--- config.mk ---
export PLATFORM = sky130hd
export DESIGN_NAME = bf_uart_tx_flat
export DESIGN_NICKNAME = d
export VERILOG_FILES = /design/src/rtl/bf_uart_pkg.sv /design/src/rtl/bf_uart_tx_if.sv /design/src/rtl/bf_sync_fifo.sv /design/src/rtl/bf_uart_tx.sv /design/src/flat_wrapper.sv
export SDC_FILE = /design/constraint.sdc
export NUM_CORES = 1
export LEC_CHECK = 0
export ABC_AREA = 1
export CAP_MARGIN = 40
export CORE_MARGIN = 4
export CORE_UTILIZATION = 40
export CTS_BUF_LIST = sky130_fd_sc_hd__clkbuf_4
export CTS_CLUSTER_DIAMETER = 30
export DETAILED_ROUTE_END_ITERATION = 6
export PLACE_DENSITY = 0.56
export SYNTH_ARGS = -nofsm -noshare
export SYNTH_HDL_FRONTEND = slang
export SYNTH_HIERARCHICAL = 1
export SYNTH_SLANG_ARGS = --single-unit
export TNS_END_PERCENT = 50
--- constraint.sdc ---
create_clock -name clk -period 2.82 [get_ports clk]
set_clock_uncertainty 0.05 [all_clocks]
set_input_delay 0.705 -clock clk [delete_from_list [all_inputs] [get_ports clk]]
set_output_delay 0.705 -clock clk [all_outputs]
set_load 0.05 [all_outputs]
--- src/rtl/bf_uart_pkg.sv ---
// Shared types and constants for the brainfuck UART output stage.
package bf_uart_pkg;

    // Transmit FSM states, in frame order.
    typedef enum logic [1:0] {
        ST_IDLE  = 2'd0,
        ST_START = 2'd1,
        ST_DATA  = 2'd2,
        ST_STOP  = 2'd3
    } tx_state_t;

    localparam int   DATA_BITS  = 8;
    localparam logic LINE_IDLE  = 1'b1;
    localparam logic LINE_START = 1'b0;

endpackage

--- src/rtl/bf_uart_tx_if.sv ---
// Byte handshake between the brainfuck core (master) and the UART stage (slave).
interface bf_uart_tx_if;
    import bf_uart_pkg::*;

    logic [DATA_BITS-1:0] output_data;
    logic                 output_write;
    logic                 output_busy;

    modport master (output output_data, output output_write, input output_busy);
    modport slave  (input output_data, input output_write, output output_busy);

endinterface

--- src/rtl/bf_sync_fifo.sv ---
// Small synchronous FIFO. The head entry is presented on dout so the consumer
// can load it in the same cycle it pops.
module bf_sync_fifo #(
    parameter int DATA_W = 8,
    parameter int ADDR_W = 4
) (
    input  logic              clk,
    input  logic              rst_i,
    input  logic              push,
    input  logic              pop,
    input  logic [DATA_W-1:0] din,
    output logic [DATA_W-1:0] dout,
    output logic              full,
    output logic              empty
);
    localparam int DEPTH = 1 << ADDR_W;

    logic [DATA_W-1:0] r_mem [DEPTH];
    logic [ADDR_W-1:0] r_wr_ptr;
    logic [ADDR_W-1:0] r_rd_ptr;
    logic [ADDR_W:0]   r_count;
    logic              w_push_ok;
    logic              w_pop_ok;

    // Full/empty come from registered occupancy only, so a pop in the same
    // cycle never makes room for a push.
    assign full      = (r_count == (ADDR_W+1)'(DEPTH));
    assign empty     = (r_count == '0);
    assign w_push_ok = push & ~full;
    assign w_pop_ok  = pop & ~empty;
    assign dout      = r_mem[r_rd_ptr];

    // Storage write; contents need no reset because occupancy guards reads.
    always_ff @(posedge clk) begin
        if (w_push_ok) begin
            r_mem[r_wr_ptr] <= din;
        end
    end

    // Pointers wrap modulo the depth; occupancy tracks push/pop balance.
    always_ff @(posedge clk) begin
        if (!rst_i) begin
            r_wr_ptr <= '0;
            r_rd_ptr <= '0;
            r_count  <= '0;
        end else begin
            if (w_push_ok) r_wr_ptr <= r_wr_ptr + 1'b1;
            if (w_pop_ok)  r_rd_ptr <= r_rd_ptr + 1'b1;
            case ({w_push_ok, w_pop_ok})
                2'b10:   r_count <= r_count + 1'b1;
                2'b01:   r_count <= r_count - 1'b1;
                default: r_count <= r_count;
            endcase
        end
    end

endmodule

--- src/rtl/bf_uart_tx.sv ---
// UART 8N1 transmitter fed from a FIFO; replaces the simulation-only byte sink.
module bf_uart_tx
    import bf_uart_pkg::*;
#(
    parameter int CLKS_PER_BIT = 174,
    parameter int FIFO_AW      = 4
) (
    input  logic         clk,
    input  logic         rst_i,
    bf_uart_tx_if.slave  core,
    output logic         tx,
    output logic         tx_active,
    output logic         overflow
);
    localparam int                BAUD_W    = $clog2(CLKS_PER_BIT);
    localparam logic [BAUD_W-1:0] BAUD_LAST = BAUD_W'(CLKS_PER_BIT - 1);
    localparam logic [2:0]        BIT_LAST  = 3'(DATA_BITS - 1);

    tx_state_t            r_state, w_state_next;
    logic [BAUD_W-1:0]    r_baud, w_baud_next;
    logic [2:0]           r_bit_idx, w_bit_idx_next;
    logic [DATA_BITS-1:0] r_shift, w_shift_next;
    logic                 r_tx, r_tx_active, r_overflow;
    logic                 w_tx_level;
    logic                 w_pop;
    logic                 w_baud_last;
    logic                 w_fifo_full, w_fifo_empty;
    logic [DATA_BITS-1:0] w_fifo_head;

    bf_sync_fifo #(
        .DATA_W (DATA_BITS),
        .ADDR_W (FIFO_AW)
    ) u_fifo (
        .clk   (clk),
        .rst_i (rst_i),
        .push  (core.output_write),
        .pop   (w_pop),
        .din   (core.output_data),
        .dout  (w_fifo_head),
        .full  (w_fifo_full),
        .empty (w_fifo_empty)
    );

    assign core.output_busy = w_fifo_full;
    assign w_baud_last      = (r_baud == BAUD_LAST);
    assign tx               = r_tx;
    assign tx_active        = r_tx_active;
    assign overflow         = r_overflow;

    // Next-state, baud/bit counters, shift register and line level for the current state.
    always_comb begin
        w_state_next   = r_state;
        w_baud_next    = w_baud_last ? '0 : r_baud + 1'b1;
        w_bit_idx_next = r_bit_idx;
        w_shift_next   = r_shift;
        w_pop          = 1'b0;
        w_tx_level     = LINE_IDLE;
        case (r_state)
            ST_IDLE: begin
                w_baud_next = '0;
                if (!w_fifo_empty) begin
                    w_pop          = 1'b1;
                    w_shift_next   = w_fifo_head;
                    w_bit_idx_next = '0;
                    w_state_next   = ST_START;
                end
            end
            ST_START: begin
                w_tx_level = LINE_START;
                if (w_baud_last) w_state_next = ST_DATA;
            end
            ST_DATA: begin
                w_tx_level = r_shift[0];
                if (w_baud_last) begin
                    w_shift_next   = r_shift >> 1;
                    w_bit_idx_next = r_bit_idx + 3'd1;
                    if (r_bit_idx == BIT_LAST) w_state_next = ST_STOP;
                end
            end
            ST_STOP: begin
                w_tx_level = LINE_IDLE;
                if (w_baud_last) begin
                    // Chain straight into the next start bit when more data waits.
                    if (!w_fifo_empty) begin
                        w_pop          = 1'b1;
                        w_shift_next   = w_fifo_head;
                        w_bit_idx_next = '0;
                        w_state_next   = ST_START;
                    end else begin
                        w_state_next = ST_IDLE;
                    end
                end
            end
            default: w_state_next = ST_IDLE;
        endcase
    end

    // State and datapath registers; tx and tx_active lag the state by one clock so both are glitch-free flops.
    always_ff @(posedge clk) begin
        if (!rst_i) begin
            r_state     <= ST_IDLE;
            r_baud      <= '0;
            r_bit_idx   <= '0;
            r_shift     <= '0;
            r_tx        <= LINE_IDLE;
            r_tx_active <= 1'b0;
            r_overflow  <= 1'b0;
        end else begin
            r_state     <= w_state_next;
            r_baud      <= w_baud_next;
            r_bit_idx   <= w_bit_idx_next;
            r_shift     <= w_shift_next;
            r_tx        <= w_tx_level;
            r_tx_active <= (r_state != ST_IDLE);
            if (core.output_write && w_fifo_full) r_overflow <= 1'b1;
        end
    end

endmodule

--- src/flat_wrapper.sv ---
// flat-port wrapper written by rule: the top's interface ports become plain ports
module bf_uart_tx_flat import bf_uart_pkg::*;
#(
    parameter int CLKS_PER_BIT = 174,
    parameter int FIFO_AW      = 4
)
  (clk, rst_i, tx, tx_active, overflow, core_output_data, core_output_write, core_output_busy);
  bf_uart_tx_if core_i ();
  input  logic clk;
  input  logic rst_i;
  output logic tx;
  output logic tx_active;
  output logic overflow;
  input wire logic [$bits(core_i.output_data)-1:0] core_output_data;
  input wire logic [$bits(core_i.output_write)-1:0] core_output_write;
  output wire logic [$bits(core_i.output_busy)-1:0] core_output_busy;
  assign core_i.output_data = core_output_data;
  assign core_i.output_write = core_output_write;
  assign core_output_busy = core_i.output_busy;
  bf_uart_tx #(.CLKS_PER_BIT(CLKS_PER_BIT), .FIFO_AW(FIFO_AW)) u_core (.clk(clk), .rst_i(rst_i), .core(core_i), .tx(tx), .tx_active(tx_active), .overflow(overflow));
endmodule
Run 1, the metal 4 layer:
Bar = 50 µm. Supply wires on this layer in grey.
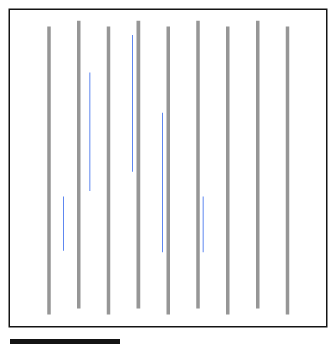
nets with wire on the layer: 3
longest straight run: 63.2 µm
main direction: vertical
wire length on this layer: 229 µm
final wirelength: 14,730 µm
vias after detailed routing: 4,627

Run 1, routed clock nets over the placement:
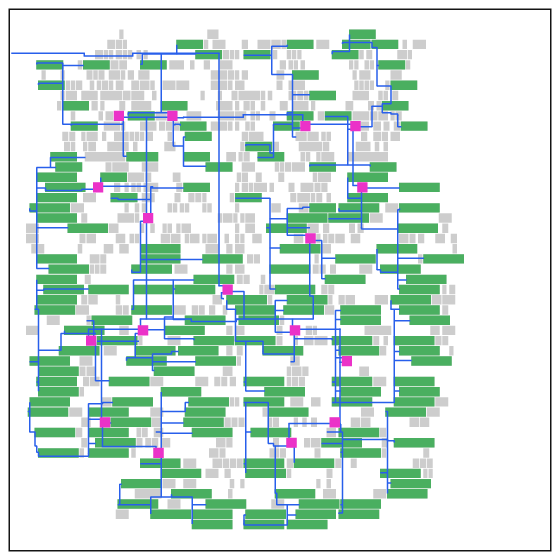
[magenta] cells driving clock nets | count: 17
[blue] clock wires | length: 1,840 µm
[green] flip-flops | count: 169
routed clock nets: 18
flops lie: spread over the die
Clock Power: 1.38 mW
clock share of power: 0.213
clock insertion delay at the later pin of the skew report: 0.56 ns

==> results.txt, run 1 <==
The synthesis and place-and-route flow finished, so here is a summary.

The run finished with clean final reports. TritonCTS built the clock tree. The number of storage elements in the synthesis netlist is 169. The biggest cell delay along the critical path came out at 0.52 ns. Yosys attributes the largest share of cell area to sky130_fd_sc_hd__edfxtp_1 (52%), sky130_fd_sc_hd__dfxtp_1 (11%), sky130_fd_sc_hd__mux2i_1 (5.3%), sky130_fd_sc_hd__a21oi_1 (3.9%), sky130_fd_sc_hd__inv_1 (3.6%).

The detail route stage leaves a number of antenna-violating nets equal to 0. The slowest stage of the critical path belongs to the cell sky130_fd_sc_hd__dlygate4sd2_1. The compound-gate portion of the synthesized area is 0.1097.

The capture instance of the worst register-to-register path is u_core/u_fifo/r_count[4]. The part of the cycle the worst path needs is 0.9357. The cell area after synthesis is 7377 µm².

Entering global routing, the biggest net connects 46 pins. The cell-mix breakdown from Yosys lists the simple-gate area share as 0.1046. The endpoint arrival time on the critical path is 1.88 ns. Excluding fillers, the count of instances in the completed layout stands at 914. The placed wire-length estimate is 9891 µm. The tightest slew margin relative to the limit came out at 0.5621. The count of cells along the worst hold path is 1. Per the synth stats, the flop cell with the highest instance count is sky130_fd_sc_hd__edfxtp_1. TritonCTS created 17 clock buffers. The first-pass GRT wire length is 23,540 µm. The via-per-instance ratio came out at 5.062. The number of instances in the synthesized netlist came out at 639.

The number of unique standard cell types used by synthesis came out at 36. The startpoint identified for the worst register-to-register timing path is u_core/r_baud[1]. Among all cell types in the netlist, the one instantiated most often is sky130_fd_sc_hd__edfxtp_1. The xor and xnor area share after synthesis came out at 0.009328. The post-synth net total came out at 667. The number of clock sinks is 169. Looking at the group totals, the largest power group turns out to be sequential cells.
Run 1, signal metal coverage by tile:
Bar = 50 µm. The die is cut into 29 by 29 equal tiles; dark purple is low, yellow is high, scaled to the fullest tile. Values are wire area over tile area, all layers added.
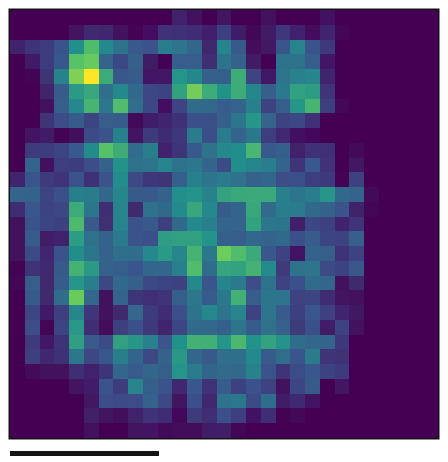
nearly empty tiles: 30%
fullest tile: 0.55
densest ninth of the die: centre
tiles over half the peak: 8.3%
mean over tiles: 0.11

## run 1: worst register-to-register path, cell delays in order, from the launching register on
cell and delay [ns]:
sky130_fd_sc_hd__dfxtp_1 0.35, sky130_fd_sc_hd__inv_1 0.06, sky130_fd_sc_hd__ha_1 0.14, sky130_fd_sc_hd__nand2_1 0.09
sky130_fd_sc_hd__inv_1 0.06, sky130_fd_sc_hd__nand2_1 0.09, sky130_fd_sc_hd__nor2_4 0.15, sky130_fd_sc_hd__nand3_1 0.11
sky130_fd_sc_hd__a21oi_2 0.19, sky130_fd_sc_hd__nand2_4 0.09, sky130_fd_sc_hd__inv_6 0.08, sky130_fd_sc_hd__ha_2 0.26
sky130_fd_sc_hd__xor2_2 0.20, sky130_fd_sc_hd__ha_1 0.17, sky130_fd_sc_hd__inv_1 0.05, sky130_fd_sc_hd__nand2_2 0.08
sky130_fd_sc_hd__nand2_2 0.05, sky130_fd_sc_hd__nand3_1 0.07, sky130_fd_sc_hd__nand3_1 0.08, sky130_fd_sc_hd__nand2_1 0.06
sky130_fd_sc_hd__inv_1 0.03
## run 1: final cells by class
cell class | instances | share of cell area
inverters | 74 | 0.03466
clock inverters | 14 | 0.01825
well taps | 229 | 0.03512
repair buffers | 40 | 0.04401
clock buffers | 18 | 0.01656
flip-flops and latches | 169 | 0.5723
multi-input cells | 369 | 0.2788
diodes | 1 | 0.0003067
## run 1: state kept, by name (all words and copies together) (netlist names), named ones only
| signal | flops |
|---|---|
| u_core/tx | 1 |
| u_core/u_fifo/r_count | 5 |
| u_core/r_state | 2 |
| u_core/r_baud | 8 |
| u_core/u_fifo/r_mem | 128 |
| u_core/u_fifo/r_rd_ptr | 4 |
| u_core/r_bit_idx | 3 |
| u_core/overflow | 1 |
| u_core/u_fifo/r_wr_ptr | 4 |
| u_core/tx_active | 1 |
| u_core/r_shift | 8 |
## run 1: layout by cell type, fill, tap and decap left out, drive strengths merged, types with 2 or more instances in the layout
master / Yosys / layout
a21oi: 59 / 59
buf: 17 / 26
bufinv: 0 / 2
clkbuf: 10 / 18
clkdlybuf4s50: 0 / 13
clkinv: 0 / 6
clkinvlp: 0 / 3
dfxtp: 41 / 41
edfxtp: 128 / 128
ha: 17 / 17
inv: 74 / 77
mux2i: 39 / 39
nand2: 63 / 63
nand3: 34 / 34
nand4: 7 / 7
nor2: 55 / 55
nor3b: 2 / 2
o211ai: 32 / 32
o21ai: 50 / 50
xnor2: 2 / 2
xor2: 5 / 5
## run 1: routing by layer
layer	vias to the layer above	GRT usage	wire, µm
li1	2316	-	-
met1	2226	0.1964	6904
met2	72	0.2439	7095
met3	13	0.03361	505
met4	0	0.05748	228
met5	-	0	0
## run 1: through the flow
stage                     hold WS (ns)  total power, mW  TNS [ns]    util  cell area, µm²
after floorplan                 0.3806            4.710         0       -            7377
after global placement          0.3975            5.069         0  0.4356            7851
after detailed placement        0.4169            5.141  -0.01631  0.4356            7851
after CTS                       0.4336            6.522         0  0.4514            8137
after global routing            0.4224            6.950  -0.03996  0.4527            8159
final                           0.4021            6.493         0  0.4527            8159
## run 1: logic make-up after synthesis
group,Yosys count
mux,39
compound gates,142
fa+ha+maj,17
flops,169
simple gates,164
xor+xnor,7
buf+inv,101
--- run 2 (diff from run 1) ---
--- a/config.mk
+++ b/config.mk
@@ -12,7 +12,8 @@
 export CTS_BUF_LIST = sky130_fd_sc_hd__clkbuf_4
 export CTS_CLUSTER_DIAMETER = 30
 export DETAILED_ROUTE_END_ITERATION = 6
-export PLACE_DENSITY = 0.56
+export DONT_BUFFER_PORTS = 1
+export PLACE_DENSITY = 0.55
 export SYNTH_ARGS = -nofsm -noshare
 export SYNTH_HDL_FRONTEND = slang
 export SYNTH_HIERARCHICAL = 1
==> constraint.sdc (replaced) <==
create_clock -name clk -period 2.82 [get_ports clk]
set_clock_uncertainty 0.05 [all_clocks]
set_input_delay 0.564 -clock clk [delete_from_list [all_inputs] [get_ports clk]]
set_output_delay 0.564 -clock clk [all_outputs]
set_load 0.05 [all_outputs]
==> results.txt, run 2 <==
The synthesis and place-and-route flow finished, so here is a summary.

The tightest slew margin relative to the limit is 0.4564 (-0.1057). The endpoint identified for the worst register-to-register timing path is u_core/u_fifo/r_count[2]. The number of flip-flops in the largest register was 128 (unchanged). The via count of the routed design came out at 4,708 (+1.8%). The library cells used most frequently in the layout, excluding fill and tap cells, are sky130_fd_sc_hd__edfxtp_1 (128), sky130_fd_sc_hd__inv_1 (70), sky130_fd_sc_hd__a21oi_1 (56). The post-route setup TNS was 0 ns (unchanged). The number of storage elements in the synthesis netlist came out at 169 (unchanged). The met3 wire length is 585 µm (+16%). The met2 layer wire length in the routed design is 7292 µm (+2.8%). The largest registers in the layout are u_core/u_fifo/r_mem: 128 flops, u_core/r_baud: 8 flops, u_core/r_shift: 8 flops. The number of clock sinks is 169 (unchanged). The number of buffers created by CTS came to 17 (unchanged). The final standard cell area without fillers is 8107 µm² (-0.64%).

TritonCTS built the clock tree. The reg-to-reg startpoint is u_core/r_baud[1]. The clock latency reported for the late side of the worst-skew pair was 0.55 ns (about the same). The run finished with clean final reports. The xor and xnor area share after synthesis is 0.009328 (unchanged). The post-detailed-placement cell area came out at 7656 µm² (-2.5%). The post-route non-filler standard cell count came out at 911 (-0.33%).

The worst hold slack is 0.07410 ns (-0.3280 ns). The detailed-routing wirelength on met1 came out at 7303 µm (+5.8%). The post-synth net total came out at 667 (unchanged). The uppermost signal routing layer after detailed routing is met4. The placed wire-length estimate is 9945 µm (+0.54%). The pin count of the biggest net entering global routing came out at 61 (+33%).

The compound-gate portion of the synthesized area is 0.1097 (unchanged). The via-per-instance ratio came to 5.168 (+2.1%). The number of unique standard cell types used by synthesis is 36 (unchanged).
[run 2: cell counts after synthesis]
No cell type changed its count.
[run 2: area by class of cell]
cell class | instances | area, µm²
Inverter | 74 | 282.8
Clock buffer | 18 | 135.1
Clock inverter | 14 | 147.6
Multi-Input combinational cell | 369 | 2267
Tap cell | 229 | 286.5
Fill cell | 1688 | 9918
Timing Repair Buffer | 37 | 315.3
Antenna cell | 1 | 2.502
Sequential cell | 169 | 4669
[run 2: metal layers]
metal / GRT usage / up-vias
li1: - / 2306
met1: 0.2106 / 2290
met2: 0.2449 / 88
met3: 0.03328 / 24
met4: 0.06343 / 0
met5: 0 / -
[run 2: logic make-up (layout without fill, tap and decap cells)]
kind of cell,Yosys count,after routing
flops,169,169
xor+xnor,7,7
fa+ha+maj,17,17
compound gates,142,142
simple gates,164,164
other cells,0,1
mux,39,39
buf+inv,101,143
[run 2: worst max-delay path, cell delays in order (launching register included)]
cell	delay [ns]
sky130_fd_sc_hd__dfxtp_1	0.35
sky130_fd_sc_hd__inv_1	0.06
sky130_fd_sc_hd__ha_1	0.13
sky130_fd_sc_hd__nand2_1	0.08
sky130_fd_sc_hd__inv_1	0.06
sky130_fd_sc_hd__nand2_1	0.08
sky130_fd_sc_hd__nor2_4	0.13
sky130_fd_sc_hd__nand3_1	0.10
sky130_fd_sc_hd__a21oi_2	0.19
sky130_fd_sc_hd__nand2_4	0.09
sky130_fd_sc_hd__inv_6	0.08
sky130_fd_sc_hd__ha_2	0.25
sky130_fd_sc_hd__xor2_1	0.21
sky130_fd_sc_hd__ha_1	0.17
sky130_fd_sc_hd__inv_1	0.04
sky130_fd_sc_hd__nand2_2	0.08
sky130_fd_sc_hd__xor2_1	0.21
sky130_fd_sc_hd__o21ai_1	0.10
sky130_fd_sc_hd__inv_1	0.06
[run 2: how the worst min path moves through the flow]
stage,startpoint,to,cells after the start
4_1_cts,rst_i,u_core/r_shift[3],2
6_report,rst_i,u_core/r_bit_idx[0],2
5_1_grt,rst_i,u_core/r_shift[0],2
3_5_place_dp,u_core/r_baud[0],u_core/r_baud[0],1
3_3_place_gp,u_core/r_baud[0],u_core/r_baud[0],1
2_1_floorplan,u_core/r_shift[0],u_core/tx,2
[run 2: per-stage QoR]
step | total power, mW | util
after floorplan | 4.710 | -
after global placement | 5.017 | 0.4248
after detailed placement | 5.090 | 0.4248
after CTS | 6.515 | 0.4488
after global routing | 6.911 | 0.4497
final | 6.468 | 0.4497
[run 2: power breakdown]
part           total [mW]  leakage (nW)  switching (mW)  internal [mW]
registers            3.09          1.49           0.239           2.85
clock network        1.37         0.145           0.830          0.543
logic                2.01          1.30            1.24          0.762
total                6.47          2.94            2.31           4.15
[run 2: what timing repair did]
action	in CTS	in global routing
hold endpoints to repair	104	0
gates resized	0	5
setup endpoints to repair	0	4
hold buffers	15	0
Run 2, where the registers sit:
Other sequential cells in the stronger grey, the rest of the logic in the fainter grey.
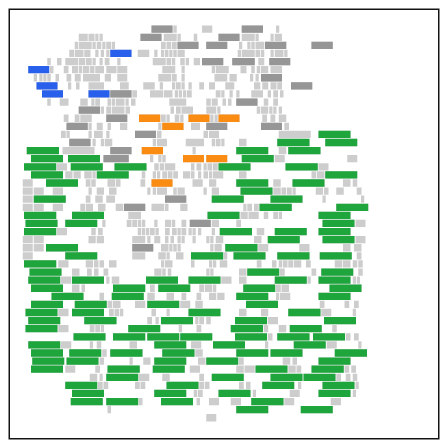
| colour | netlist name | sequential cells |
|---|---|---|
| blue | u_core/u_fifo/r_count | 5 |
| orange | u_core/r_shift | 8 |
| green | u_core/u_fifo/r_mem | 128 |
not coloured: 28

--- run 3 (diff from run 2) ---
--- a/config.mk
+++ b/config.mk
@@ -14,6 +14,7 @@
 export DETAILED_ROUTE_END_ITERATION = 6
 export DONT_BUFFER_PORTS = 1
 export PLACE_DENSITY = 0.55
+export SLEW_MARGIN = 0
 export SYNTH_ARGS = -nofsm -noshare
 export SYNTH_HDL_FRONTEND = slang
 export SYNTH_HIERARCHICAL = 1
==> results.txt, run 3 <==
The synthesis and place-and-route flow finished, so here is a summary.

The overall power came to 6.468 mW (unchanged). Per the detail_route log, the uppermost layer with routed signals is met4. The fraction of power consumed by combinational cells came to 0.310 (about the same). The buffer depth of the longest clock path came out at 2. In the layout the commonest cells are sky130_fd_sc_hd__edfxtp_1 (128), sky130_fd_sc_hd__inv_1 (70), sky130_fd_sc_hd__a21oi_1 (56).

The clock share of power came to 0.212 (about the same). The number of storage elements in the synthesis netlist is 169 (unchanged). The portion of total power attributed to sequential cells came out at 0.478 (about the same). The clock latency reported for the late side of the worst-skew pair is 0.55 ns (about the same). The via-per-instance ratio came out at 5.168 (unchanged). The run finished with clean final reports. The via count of the routed design is 4,708 (unchanged).

The count of cells along the worst hold path came out at 2 (unchanged). STA classifies the critical path endpoint as a flip-flop. The post-synth net total is 667 (unchanged). The largest registers in the layout are u_core/u_fifo/r_mem: 128 flops, u_core/r_baud: 8 flops, u_core/r_shift: 8 flops. The met3 wire length came out at 585 µm (unchanged). The switching power of the nets is 2.313 mW (unchanged). The net switching share of the total power is 0.3576 (unchanged). The path with the worst hold slack has its endpoint at u_core/r_bit_idx[0]. The critical hold path startpoint is rst_i. The cell-internal power is 4.155 mW (unchanged). The number of unique standard cell types used by synthesis came out at 36 (unchanged). The number of buffers created by CTS was 17 (unchanged). The capture instance of the worst register-to-register path is u_core/u_fifo/r_count[2]. The tightest slew margin relative to the limit came out at 0.4564 (unchanged).

The reg-to-reg startpoint is u_core/r_baud[1]. The placed wire-length estimate came out at 9945 µm (unchanged). The post-detailed-placement cell area came out at 7656 µm² (unchanged).

The OpenROAD warning count is 34. The detailed-routing wirelength on met1 is 7303 µm (unchanged). The number of clock sinks came out at 169 (unchanged).

The pin count of the biggest net entering global routing is 61 (unchanged).
-- run 3: area by class of cell --
cell class	instances	area, µm²
timing repair buffer	37	315.3
inverter	74	282.8
multi-input combinational	369	2267
tap	229	286.5
clock inverter	14	147.6
antenna	1	2.502
fill	1688	9918
sequential	169	4669
clock buffer	18	135.1
-- run 3: power by group through the flow --
stage / clock network [mW] / logic [mW] / registers [mW]
4_1_cts: 1.42 / 2.00 / 3.09
6_report: 1.37 / 2.01 / 3.09
2_1_floorplan: 0 / 1.68 / 3.03
5_1_grt: 1.54 / 2.26 / 3.12
3_5_place_dp: 0 / 1.94 / 3.15
3_3_place_gp: 0 / 1.87 / 3.14
-- run 3: timing repair --
item / in CTS / in global routing
hold endpoints to repair: 104 / 0
resized: 0 / 5
endpoints found under the setup margin: 0 / 4
hold buffers: 15 / 0
-- run 3: through the flow --
step / worst slack, ns / hold WS, ns / util / instances
final: 0.2447 / 0.07410 / 0.4497 / 911
after global routing: 0.004979 / 0.006888 / 0.4497 / 911
after CTS: 0.01299 / 0.009096 / 0.4488 / 910
after detailed placement: 0.06495 / 0.4060 / 0.4248 / 863
after global placement: 0.1597 / 0.3988 / 0.4248 / 863
after floorplan: 0.3775 / 0.3806 / - / 639
-- run 3: critical path, stage by stage (launching register included) --
cell and delay [ns]:
sky130_fd_sc_hd__dfxtp_1 0.35, sky130_fd_sc_hd__inv_1 0.06, sky130_fd_sc_hd__ha_1 0.13, sky130_fd_sc_hd__nand2_1 0.08, sky130_fd_sc_hd__inv_1 0.06, sky130_fd_sc_hd__nand2_1 0.08, sky130_fd_sc_hd__nor2_4 0.13, sky130_fd_sc_hd__nand3_1 0.10
sky130_fd_sc_hd__a21oi_2 0.19, sky130_fd_sc_hd__nand2_4 0.09, sky130_fd_sc_hd__inv_6 0.08, sky130_fd_sc_hd__ha_2 0.25, sky130_fd_sc_hd__xor2_1 0.21, sky130_fd_sc_hd__ha_1 0.17, sky130_fd_sc_hd__inv_1 0.04, sky130_fd_sc_hd__nand2_2 0.08
sky130_fd_sc_hd__xor2_1 0.21, sky130_fd_sc_hd__o21ai_1 0.10, sky130_fd_sc_hd__inv_1 0.06
-- run 3: routing by layer --
metal | vias to the layer above | GRT usage
met5 | - | 0
met4 | 0 | 0.06343
met3 | 24 | 0.03328
met2 | 88 | 0.2449
met1 | 2290 | 0.2106
li1 | 2306 | -
-- run 3: worst max path at each step --
stage,start,endpoint,slack [ns]
after CTS,u_core/r_baud[0],u_core/u_fifo/r_count[2],0.01
after detailed placement,u_core/r_baud[0],u_core/u_fifo/r_count[2],0.06
after floorplan,u_core/r_baud[0],u_core/u_fifo/r_count[4],0.38
after global routing,u_core/r_baud[1],u_core/u_fifo/r_count[4],0.005
after global placement,u_core/r_baud[0],u_core/u_fifo/r_count[4],0.16
final,u_core/r_baud[1],u_core/u_fifo/r_count[2],0.24
-- run 3: cell families after synthesis --
kind of cell	count (synthesis)	share of synthesized area
DFF	169	0.6323
and+or+nand+nor	164	0.1046
adders and majority gates	17	0.02883
buffers and inverters	101	0.06225
xor gates and xnor gates	7	0.009329
AOI/OAI and AO/OA	142	0.1097
muxes	39	0.05292
Run 3, cell placement:
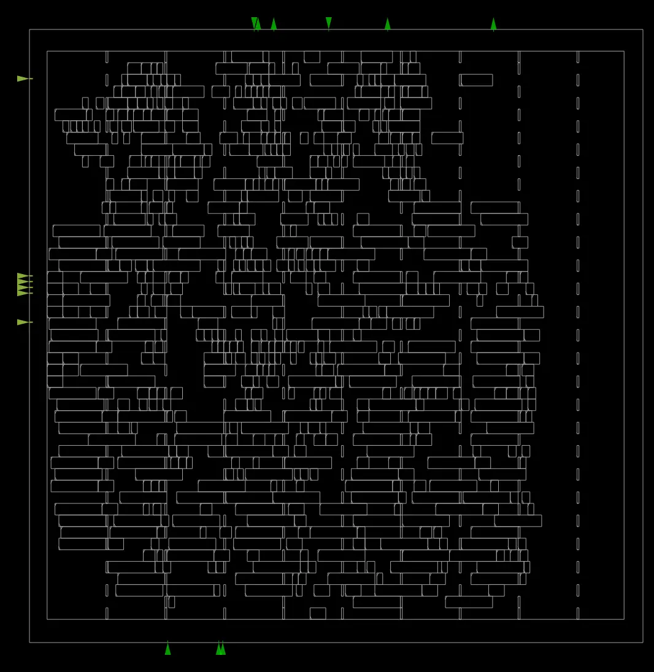
area of the placeable core: 18,020 µm²
number of flip-flops and latches: 169
register fraction of the total cell area: 0.5760
number of standard-cell rows in the floorplan: 49

No activity file was given, so power comes from the tool's default toggle rates.
